File: src/rtl/cdc_sched_pkg.sv
// -----------------------------------------------------------------------------
// cdc_sched_pkg
// Shared types and helpers for the CDC transfer scheduler.
//   state_t    : FSM state encoding (IDLE, REQ, DROP)
//   CNT_W      : width of the completed-transfer counter
//   MAX_REQ    : widest requester vector the select helper can handle
//   rr_onehot  : round-robin one-hot winner search starting at a pointer
// -----------------------------------------------------------------------------
`timescale 1ns/100ps

package cdc_sched_pkg;

    typedef logic [1:0] state_t;

    localparam state_t IDLE = 2'd0;
    localparam state_t REQ  = 2'd1;
    localparam state_t DROP = 2'd2;

    localparam int CNT_W   = 8;
    localparam int MAX_REQ = 32;

    // Returns a one-hot vector marking the first set bit of valid found by
    // searching upward from ptr, wrapping at n. Zero when nothing is valid.
    function automatic logic [MAX_REQ-1:0] rr_onehot(
        input logic [MAX_REQ-1:0] valid,
        input int                 ptr,
        input int                 n
    );
        logic [MAX_REQ-1:0] sel;
        logic               found;
        int                 idx;
        sel   = '0;
        found = 1'b0;
        for (int k = 0; k < MAX_REQ; k++) begin
            idx = ptr + k;
            if (idx >= n) idx = idx - n;
            if (!found && (k < n) && valid[idx]) begin
                sel[idx] = 1'b1;
                found    = 1'b1;
            end
        end
        return sel;
    endfunction

endpackage

File: src/rtl/cdc_xfer_scheduler_sync.sv
// -----------------------------------------------------------------------------
// cdc_ack_sync
// NUM_STAGES-deep flop chain bringing the destination ack into the source
// clock domain. The output follows the input exactly NUM_STAGES edges later.
// Ports:
//   CLK_source_count : source clock
//   RST_counter      : asynchronous active-low clear of the whole chain
//   ack_async_i      : unsynchronized ack from the destination
//   ack_sync_o       : synchronized ack (last flop of the chain)
// -----------------------------------------------------------------------------
`timescale 1ns/100ps

module cdc_ack_sync #(
    parameter int unsigned NUM_STAGES = 3
) (
    input  logic CLK_source_count,
    input  logic RST_counter,
    input  logic ack_async_i,
    output logic ack_sync_o
);

    logic [NUM_STAGES-1:0] sync_q;

    // NOTE: flops use non-blocking assignments so every stage samples the
    // previous stage's old value; blocking here would collapse the chain.
    always_ff @(posedge CLK_source_count or negedge RST_counter) begin
        if (!RST_counter) begin
            sync_q <= '0;
        end else begin
            sync_q <= {sync_q[NUM_STAGES-2:0], ack_async_i};
        end
    end

    assign ack_sync_o = sync_q[NUM_STAGES-1];

endmodule

File: src/rtl/cdc_xfer_scheduler.sv
// -----------------------------------------------------------------------------
// cdc_xfer_scheduler
// Source-domain controller sharing one req/ack CDC channel among NUM_REQ
// requesters: round-robin arbitration, payload capture and a 4-phase
// handshake (req up, ack up, req down, ack down) with the destination.
//
// Optional feature: define CDC_TIMEOUT_EN to add a handshake watchdog that
// abandons a stuck REQ or DROP phase after TIMEOUT_CYCLES and sets the sticky
// timeout_err flag. Without it the FSM waits indefinitely and timeout_err is 0.
//
// Ports:
//   CLK_source_count : source clock, all logic on posedge
//   RST_counter      : asynchronous active-low reset
//   req_valid        : per-requester valid, held until accepted
//   req_data         : packed payloads, requester i at [i*BUS_WIDTH +: BUS_WIDTH]
//   req_ready        : one-hot accept, only asserted in IDLE
//   xfer_req         : registered level request to the destination
//   xfer_data        : registered payload, stable for the whole handshake
//   xfer_ack_async   : destination ack, unsynchronized
//   grant_id         : index of the last accepted requester
//   busy             : high whenever the FSM is not IDLE
//   xfer_count       : completed transfers, wraps 255 -> 0
//   timeout_err      : sticky watchdog flag
// -----------------------------------------------------------------------------
`timescale 1ns/100ps

module cdc_xfer_scheduler
    import cdc_sched_pkg::*;
#(
    parameter int unsigned NUM_REQ        = 4,
    parameter int unsigned BUS_WIDTH      = 4,
    parameter int unsigned NUM_STAGES     = 3,
    parameter int unsigned TIMEOUT_CYCLES = 64
) (
    input  logic                           CLK_source_count,
    input  logic                           RST_counter,
    input  logic [NUM_REQ-1:0]             req_valid,
    input  logic [NUM_REQ*BUS_WIDTH-1:0]   req_data,
    output logic [NUM_REQ-1:0]             req_ready,
    output logic                           xfer_req,
    output logic [BUS_WIDTH-1:0]           xfer_data,
    input  logic                           xfer_ack_async,
    output logic [$clog2(NUM_REQ)-1:0]     grant_id,
    output logic                           busy,
    output logic [CNT_W-1:0]               xfer_count,
    output logic                           timeout_err
);

    localparam int unsigned PTR_W = $clog2(NUM_REQ);

    logic                 ack_s;

    state_t               state_q,    state_d;
    logic [PTR_W-1:0]     ptr_q,      ptr_d;
    logic [BUS_WIDTH-1:0] data_q,     data_d;
    logic [PTR_W-1:0]     grant_q,    grant_d;
    logic                 xfer_req_q, xfer_req_d;
    logic [CNT_W-1:0]     count_q,    count_d;

    logic [NUM_REQ-1:0]   winner_oh;
    logic [PTR_W-1:0]     winner_idx;
    logic [BUS_WIDTH-1:0] winner_data;
    logic                 grant_ok;
    logic                 timeout_hit;
    logic                 count_inhibit;

    cdc_ack_sync #(
        .NUM_STAGES (NUM_STAGES)
    ) u_ack_sync (
        .CLK_source_count (CLK_source_count),
        .RST_counter      (RST_counter),
        .ack_async_i      (xfer_ack_async),
        .ack_sync_o       (ack_s)
    );

    // ---------------------------------------------------------------- arbiter
    assign winner_oh = NUM_REQ'(rr_onehot(MAX_REQ'(req_valid), int'(ptr_q), int'(NUM_REQ)));

    // NOTE: every signal driven in always_comb gets a default first, so no
    // path through the block leaves it unassigned and no latch is inferred.
    always_comb begin
        winner_idx  = '0;
        winner_data = '0;
        for (int i = 0; i < int'(NUM_REQ); i++) begin
            if (winner_oh[i]) begin
                winner_idx  = PTR_W'(i);
                winner_data = req_data[i*BUS_WIDTH +: BUS_WIDTH];
            end
        end
    end

    // A stale or lingering ack must drain before a new request may start.
    assign grant_ok = (state_q == IDLE) && (|req_valid) && !ack_s;

    // -------------------------------------------------------------------- FSM
    always_comb begin
        state_d    = state_q;
        ptr_d      = ptr_q;
        data_d     = data_q;
        grant_d    = grant_q;
        xfer_req_d = xfer_req_q;
        count_d    = count_q;
        req_ready  = '0;
        case (state_q)
            IDLE: begin
                if (grant_ok) begin
                    req_ready  = winner_oh;
                    data_d     = winner_data;
                    grant_d    = winner_idx;
                    ptr_d      = (winner_idx == PTR_W'(NUM_REQ - 1)) ? '0 : winner_idx + 1'b1;
                    xfer_req_d = 1'b1;
                    state_d    = REQ;
                end
            end
            REQ: begin
                if (ack_s || timeout_hit) begin
                    xfer_req_d = 1'b0;
                    state_d    = DROP;
                end
            end
            DROP: begin
                if (!ack_s) begin
                    // A request abandoned by the watchdog is not a completion.
                    if (!count_inhibit) count_d = count_q + 1'b1;
                    state_d = IDLE;
                end else if (timeout_hit) begin
                    state_d = IDLE;
                end
            end
            default: begin
                xfer_req_d = 1'b0;
                state_d    = IDLE;
            end
        endcase
    end

    always_ff @(posedge CLK_source_count or negedge RST_counter) begin
        if (!RST_counter) begin
            state_q    <= IDLE;
            ptr_q      <= '0;
            data_q     <= '0;
            grant_q    <= '0;
            xfer_req_q <= 1'b0;
            count_q    <= '0;
        end else begin
            state_q    <= state_d;
            ptr_q      <= ptr_d;
            data_q     <= data_d;
            grant_q    <= grant_d;
            xfer_req_q <= xfer_req_d;
            count_q    <= count_d;
        end
    end

    // --------------------------------------------------------------- watchdog
`ifdef CDC_TIMEOUT_EN
    localparam int unsigned WD_W = ($clog2(TIMEOUT_CYCLES + 1) > CNT_W) ?
                                   $clog2(TIMEOUT_CYCLES + 1) : CNT_W;

    logic [WD_W-1:0] wd_q,    wd_d;
    logic            err_q,   err_d;
    logic            abort_q, abort_d;
    logic            wd_expired;

    assign wd_expired  = (state_q != IDLE) && (wd_q == WD_W'(TIMEOUT_CYCLES - 1));
    // Only a phase that is actually stuck times out; a same-cycle ack wins.
    assign timeout_hit = wd_expired &&
                         (((state_q == REQ) && !ack_s) || ((state_q == DROP) && ack_s));

    always_comb begin
        // Restart on every state change so REQ and DROP each get a full budget.
        wd_d    = ((state_d != state_q) || (state_q == IDLE)) ? '0 : wd_q + 1'b1;
        err_d   = err_q | timeout_hit;
        abort_d = abort_q;
        if (state_q == IDLE) begin
            abort_d = 1'b0;
        end else if ((state_q == REQ) && timeout_hit) begin
            abort_d = 1'b1;
        end
    end

    always_ff @(posedge CLK_source_count or negedge RST_counter) begin
        if (!RST_counter) begin
            wd_q    <= '0;
            err_q   <= 1'b0;
            abort_q <= 1'b0;
        end else begin
            wd_q    <= wd_d;
            err_q   <= err_d;
            abort_q <= abort_d;
        end
    end

    assign timeout_err   = err_q;
    assign count_inhibit = abort_q;
`else
    assign timeout_hit   = 1'b0;
    assign count_inhibit = 1'b0;
    assign timeout_err   = 1'b0;
`endif

    // ---------------------------------------------------------------- outputs
    assign xfer_req   = xfer_req_q;
    assign xfer_data  = data_q;
    assign grant_id   = grant_q;
    assign busy       = (state_q != IDLE);
    assign xfer_count = count_q;

endmodule
File: config.mk
export PLATFORM = sky130hd
export DESIGN_NAME = cdc_xfer_scheduler
export DESIGN_NICKNAME = d
export VERILOG_FILES = /design/src/rtl/cdc_sched_pkg.sv /design/src/rtl/cdc_xfer_scheduler_sync.sv /design/src/rtl/cdc_xfer_scheduler.sv
export SDC_FILE = /design/constraint.sdc
export NUM_CORES = 1
export LEC_CHECK = 0
export CORE_MARGIN = 10
export CORE_UTILIZATION = 47
export DETAILED_ROUTE_END_ITERATION = 10
export HOLD_SLACK_MARGIN = 0.12
export PLACE_DENSITY = 0.8
export REMOVE_ABC_BUFFERS = 1
export SETUP_SLACK_MARGIN = 0.3
export SYNTH_ARGS = -nofsm -noshare
export SYNTH_HDL_FRONTEND = slang
export SYNTH_SLANG_ARGS = --single-unit
export TNS_END_PERCENT = 5
File: constraint.sdc
create_clock -name CLK_source_count -period 3.7 [get_ports CLK_source_count]
set_clock_uncertainty 0.05 [all_clocks]
set_input_delay 0.74 -clock CLK_source_count [delete_from_list [all_inputs] [get_ports CLK_source_count]]
set_output_delay 0.74 -clock CLK_source_count [all_outputs]
set_load 0.01 [all_outputs]
Figure 1. Cell classes on the final placement (run 1).
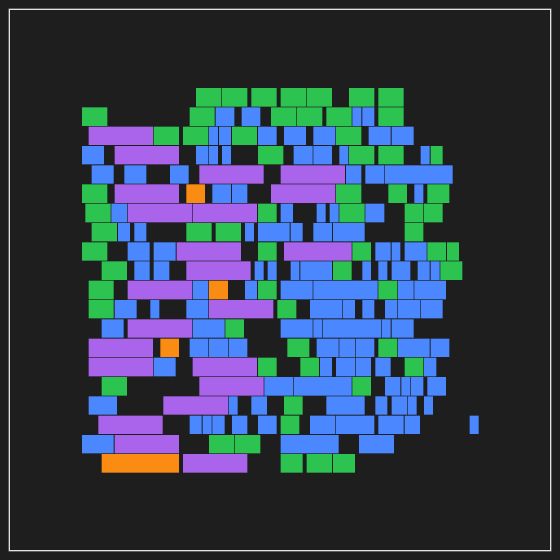
Key: green = other buffers and delay cells [cells 62, share of their area 27%]; blue = all other logic [cells 119, share of their area 44%]; orange = clock drivers and dummy loads [cells 4, share of their area 2.5%]; purple = flip-flops [cells 22, share of their area 27%]
design area: 0.00213 mm^2
row count: 20
flop share of the area: 25.9%

Figure 2. Local utilization (run 1).
The bar under the picture is 20 um long. The die is cut into 8 by 8 equal tiles; dark blue is low, red is high, 0 to 100% covered.
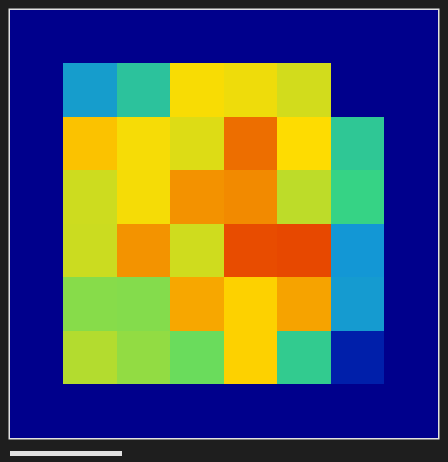
45% of the tiles are nearly empty. The fullest tile reaches 92%. 17% of the tiles are over 75% full. The emptiest ninth of the die: lower right. The mean over all tiles is 36%.
Layout Utilization: 69.8%
Core Area: 0.00305 mm^2
Pre-Place Util: 48.7%

==> GITHUB_STEP_SUMMARY, run 1 <==
## PnR job results

| Metric | Value |
|---|---|
| Status | `finished, final reports clean` |
| Clk buf depth | `2` |
| Maximum VDD drop | `0.000517 V` |
| Final setup viols | `0` |
| Count leader, synth | `dfrtp_1` |
| Gp weighted congestion | `0.842` |
| RSZ-0062 raised after global routing | `true` |
| Max incr delay on CP | `0.50 ns` |
| Post-route antenna net violation count | `0` |
| Final min period | `3.30 ns` |
| Worst slew pin tran | `0.916 ns` |
| Post-Synthesis Cells | `147` |
| Comb power frac | `68.1%` |
| First-pass iteration count of the detailed router | `4` |
| Area share, top type | `37.0%` |
| Hold Path Class | `flip-flop to flip-flop` |
| Clock Power Share | `10.3%` |
| Final hold violations | `0` |
| Worst Path Max Fanout | `5` |
| Initial antenna violation count | `0` |
| Layout Nets | `239` |
| Synth Register Bits | `22` |
| Worst endpoint data arrival time | `2.51 ns` |
| Inserted Diodes | `0` |
Figure 3. Congestion heat map (run 1).
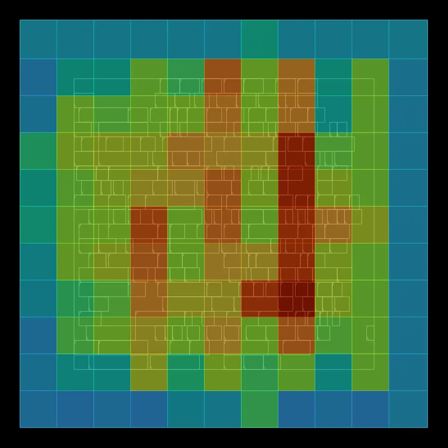
met3 Usage GRT: 3.89%
Top Usage Layer GRT: met2
DR WL/cell: 16.0 um
grt met1 use: 14.4%

## run 1: cell families (layout without fill, tap and decap cells)
logic type                 after synthesis  after routing  synth area share (%)
DFF                                     22             22                  37.0
other                                    1              1                 0.252
xor gates and xnor gates                 8              8                  4.71
buffers and inverters                    9             69                  3.62
and+or+nand+nor                         55             55                  20.6
AOI/OAI and AO/OA                       37             37                  19.3
adders and majority gates                8              8                  6.73
muxes                                    7              7                  7.74
## run 1: sequential cells by signal, summed over array words and instances, names as in the netlist
| register | cells |
|---|---|
| xfer_count | 8 |
| xfer_data | 4 |
| u_ack_sync.sync_q | 3 |
| grant_id | 2 |
| ptr_q | 2 |
| state_q | 2 |
| xfer_req | 1 |
## run 1: cell usage in the layout (no fill, tap or decap), types with 4 or more instances in the layout
cell,synthesis,layout
a221oi_1,4,4
buf_4,1,20
clkdlybuf4s50_1,0,34
dfrtp_1,22,21
dlygate4sd2_1,0,5
ha_1,8,6
nand2_1,16,16
nand3_1,5,5
nand4_1,5,5
nor2_1,6,6
o211ai_1,6,6
o21ai_1,4,6
o21bai_1,4,4
xnor2_1,5,5
## run 1: critical path: cells and delay by family
kind / cells / cell delay, ns
buf+inv: 3 / 0.72
compound gates: 1 / 0.13
simple gates: 3 / 0.42
mux: 1 / 0.50
## run 1: through the flow
stage          utilization (%)  setup WS (ns)  instances  power (mW)  TNS, ns
3_5_place_dp              66.6        -0.0992        242        1.47   -0.306
2_1_floorplan                -          0.583        141        1.02        0
3_3_place_gp              66.6        -0.0275        242        1.44  -0.0275
4_1_cts                   69.1          0.264        250        1.69        0
5_1_grt                   69.8          0.286        251        1.86        0
6_report                  69.8          0.401        251        1.72        0
## run 1: path summary, 6_finish.rpt
path	start	endpoint	slack [ns]	cells past startpoint
min in group asynchronous	RST_counter	xfer_count[7]	0.88	1
max in group asynchronous	RST_counter	ptr_q[1]	2.11	1
worst max register to register	ptr_q[1]	xfer_data[1]	1.05	10
worst max-delay path	req_valid[1]	req_ready[0]	0.40	8
worst min-delay path	u_ack_sync.sync_q[1]	u_ack_sync.sync_q[2]	0.32	0
worst min register to register	u_ack_sync.sync_q[1]	u_ack_sync.sync_q[2]	0.32	0
## run 1: layer usage
metal / track usage, % / vias up / share of wire (%)
met3: 3.89 / 6 / 6.5
met5: 0 / - / 0
met4: 4.09 / 0 / 1.8
li1: - / 667 / -
met2: 25.9 / 50 / 53
met1: 14.4 / 670 / 38
## run 1: power by group through the flow
stage / Sequential (mW) / Combinational, mW / Clock [mW]
2_1_floorplan: 0.412 / 0.609 / 0
3_5_place_dp: 0.382 / 1.09 / 0
3_3_place_gp: 0.374 / 1.06 / 0
4_1_cts: 0.371 / 1.14 / 0.184
5_1_grt: 0.386 / 1.28 / 0.194
6_report: 0.372 / 1.17 / 0.178
## run 1: area by class of cell
type / instances / area [um^2]
inverters: 3 / 11.3
well taps: 44 / 55.1
flip-flops and latches: 22 / 552
fillers: 245 / 921
repair buffers: 62 / 554
multi-input cells: 116 / 907
clock buffers: 3 / 22.5
clock inverters: 1 / 30.0
## run 1: repair_timing
item                                    in CTS  in global routing
hold buffers                                 0                  0
resized                                     10                 13
pin swaps                                    3                  3
setup buffers                                4                  1
endpoints found under the setup margin       4                  4
Figure 4. Signal metal coverage by tile (run 1).
The bar under the picture is 20 um long. The die is cut into 15 by 15 equal tiles; dark blue is low, red is high, scaled to the fullest tile. Values are wire area over tile area, all layers added.
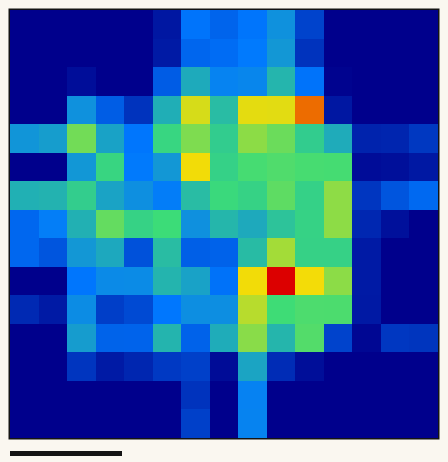

## Run 2: what changed since run 1
--- a/config.mk
+++ b/config.mk
@@ -10,6 +10,7 @@
 export DETAILED_ROUTE_END_ITERATION = 10
 export HOLD_SLACK_MARGIN = 0.12
 export PLACE_DENSITY = 0.8
+export RECOVER_POWER = 25
 export REMOVE_ABC_BUFFERS = 1
 export SETUP_SLACK_MARGIN = 0.3
 export SYNTH_ARGS = -nofsm -noshare
Figure 5. Signal metal coverage by tile (run 2).
The bar under the picture is 20 um long. The die is cut into 15 by 15 equal tiles; dark blue is low, red is high, scaled to the fullest tile. Values are wire area over tile area, all layers added.
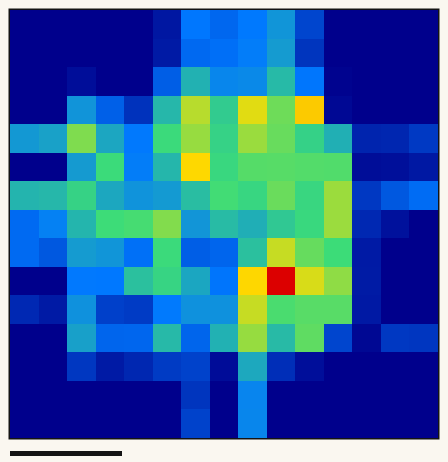
35% of the tiles are nearly empty. The densest ninth of the die: center. The emptiest ninth of the die: lower left. The fullest tile reaches 0.50. The mean over all tiles is 0.11. 14% of the tiles are over half the peak.
routed vias: 1389
gr usage total: 13.8%
DRT Wirelength: 4000 um
DR WL/cell: 15.9 um

Figure 6. Drive-strength map (run 2).
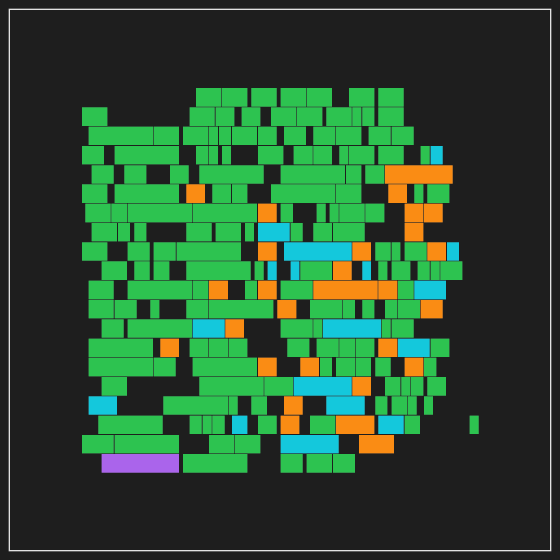
Key: cyan = drive 2 [cells 17]; orange = drive 3 to 4 [cells 28]; purple = drive 6 and up [cells 1]; green = drive 1 or less [cells 161]
area growth from synthesis to layout: 43.3%
Non-clock buffers: 62

Figure 7. Cell classes on the final placement (run 2).
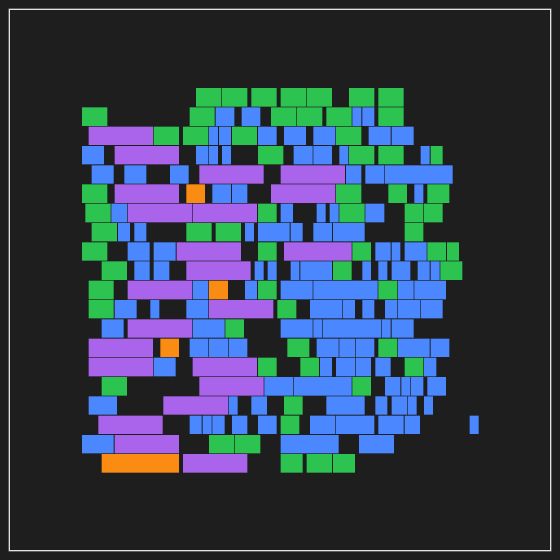
Key: green = other buffers and delay cells [cells 62, share of their area 27%]; blue = all other logic [cells 119, share of their area 44%]; orange = clock drivers and dummy loads [cells 4, share of their area 2.5%]; purple = flip-flops [cells 22, share of their area 27%]

==> GITHUB_STEP_SUMMARY, run 2 <==
## PnR job results

| Metric | Value |
|---|---|
| Status | `finished, final reports clean` |
| Gp weighted congestion | `0.842` |
| Clock Power Share | `10.4%` |
| Post-Synthesis Cells | `147` |
| Worst Path Max Fanout | `5` |
| Hold buffer count at CTS | `0` |
| Max reg flops | `8` |
| Inserted Diodes | `0` |
| Pre-Place Util | `48.7%` |
| Pwr Density | `809 mW/mm^2` |
| Crit share post-route | `89.2%` |
| Row count | `20` |
| Post-route antenna net violation count | `0` |
| RSZ-0062 raised after global routing | `true` |
| Final setup viols | `0` |
| Layout Nets | `239` |
| Setup TNS | `0 ns` |
| Core Area | `0.00305 mm^2` |
| Worst slew pin tran | `0.924 ns` |
| Maximum VDD drop | `0.000518 V` |
| Final hold violations | `0` |
| DR vias/cell | `5.53` |
| Synth Register Bits | `22` |
| Initial antenna violation count | `0` |
| Int Pwr | `1.01 mW` |
| Hold Path Class | `flip-flop to flip-flop` |
| First-pass iteration count of the detailed router | `4` |
| Commonest Layout Cell | `clkdlybuf4s50_1` |
| Number of fill cells | `245` |
| Final max-slew violation count | `0` |
| Reg power frac | `21.5%` |
| Clk buf depth | `2` |
| Initial DRC count | `93` |
| Count leader, synth | `dfrtp_1` |
| Area share, top type | `37.0%` |
| Comb power frac | `68.0%` |
| Most common logic cells in the final layout | `32 x clkdlybuf4s50_1, 21 x dfrtp_1, 20 x buf_4, 16 x nand2_1` |
-- run 2: layer usage --
metal	vias to the layer above	track usage (%)	routed length, um
met1	671	14.4	1560
met2	42	25.9	2110
met3	9	3.89	241
met5	-	0	0
li1	667	-	-
met4	0	4.09	93
-- run 2: critical path: stages --
cell and delay [ns]:
dlygate4sd2_1 0.28, mux4_2 0.50, buf_4 0.16, nor2_1 0.15, and2_4 0.21, nand2_1 0.06, a21oi_1 0.13, dlygate4sd2_1 0.28
-- run 2: area by class of cell --
class | instances | area, um^2 | area share (%)
repair buffers | 62 | 554 | 26.0
clock inverters | 1 | 30.0 | 1.41
inverters | 3 | 11.3 | 0.528
well taps | 44 | 55.1 | 2.58
clock buffers | 3 | 22.5 | 1.06
flip-flops and latches | 22 | 552 | 25.9
multi-input cells | 116 | 907 | 42.5
-- run 2: repair_timing --
action | CTS | global route
setup endpoints to repair | 4 | 4
gates resized | 10 | 13
gates cloned | 0 | 0
setup buffers | 4 | 1
pin swaps | 3 | 3
-- run 2: power by group through the flow --
stage	clock network (mW)	logic [mW]	registers (mW)
floorplan	0	0.609	0.412
global placement	0	1.06	0.374
detailed placement	0	1.09	0.382
CTS	0.184	1.14	0.371
global route	0.194	1.28	0.386
finish	0.180	1.17	0.371
-- run 2: cell families after synthesis --
family                   synth area share [%]
AND/OR/NAND/NOR                          20.6
AND-OR/OR-AND                            19.3
flip-flops                               37.0
buffers and inverters                    3.62
adder cells (fa/ha/maj)                  6.73
XOR/XNOR                                 4.71
multiplexers                             7.74
other                                   0.252
-- run 2: per-stage QoR --
stage	setup WS (ns)	area (um^2)	power (mW)	util, %	instances
3_5_place_dp	-0.0992	2030	1.47	66.6	242
5_1_grt	0.286	2130	1.86	69.8	251
2_1_floorplan	0.583	1450	1.02	-	141
3_3_place_gp	-0.0275	2030	1.44	66.6	242
4_1_cts	0.264	2110	1.69	69.1	250
6_report	0.400	2130	1.72	69.8	251
-- run 2: final timing paths --
| kind | start | end | slack, ns | cells past startpoint |
|---|---|---|---|---|
| min | u_ack_sync.sync_q[1] | u_ack_sync.sync_q[2] | 0.32 | 0 |
| min in group asynchronous | RST_counter | xfer_count[7] | 0.95 | 1 |
| max reg2reg | ptr_q[1] | xfer_data[1] | 1.05 | 10 |
| max in group asynchronous | RST_counter | ptr_q[1] | 2.04 | 1 |
| max | req_valid[1] | req_ready[0] | 0.40 | 8 |
| min reg2reg | u_ack_sync.sync_q[1] | u_ack_sync.sync_q[2] | 0.32 | 0 |
No activity file was given, so power comes from the tool's default toggle rates.
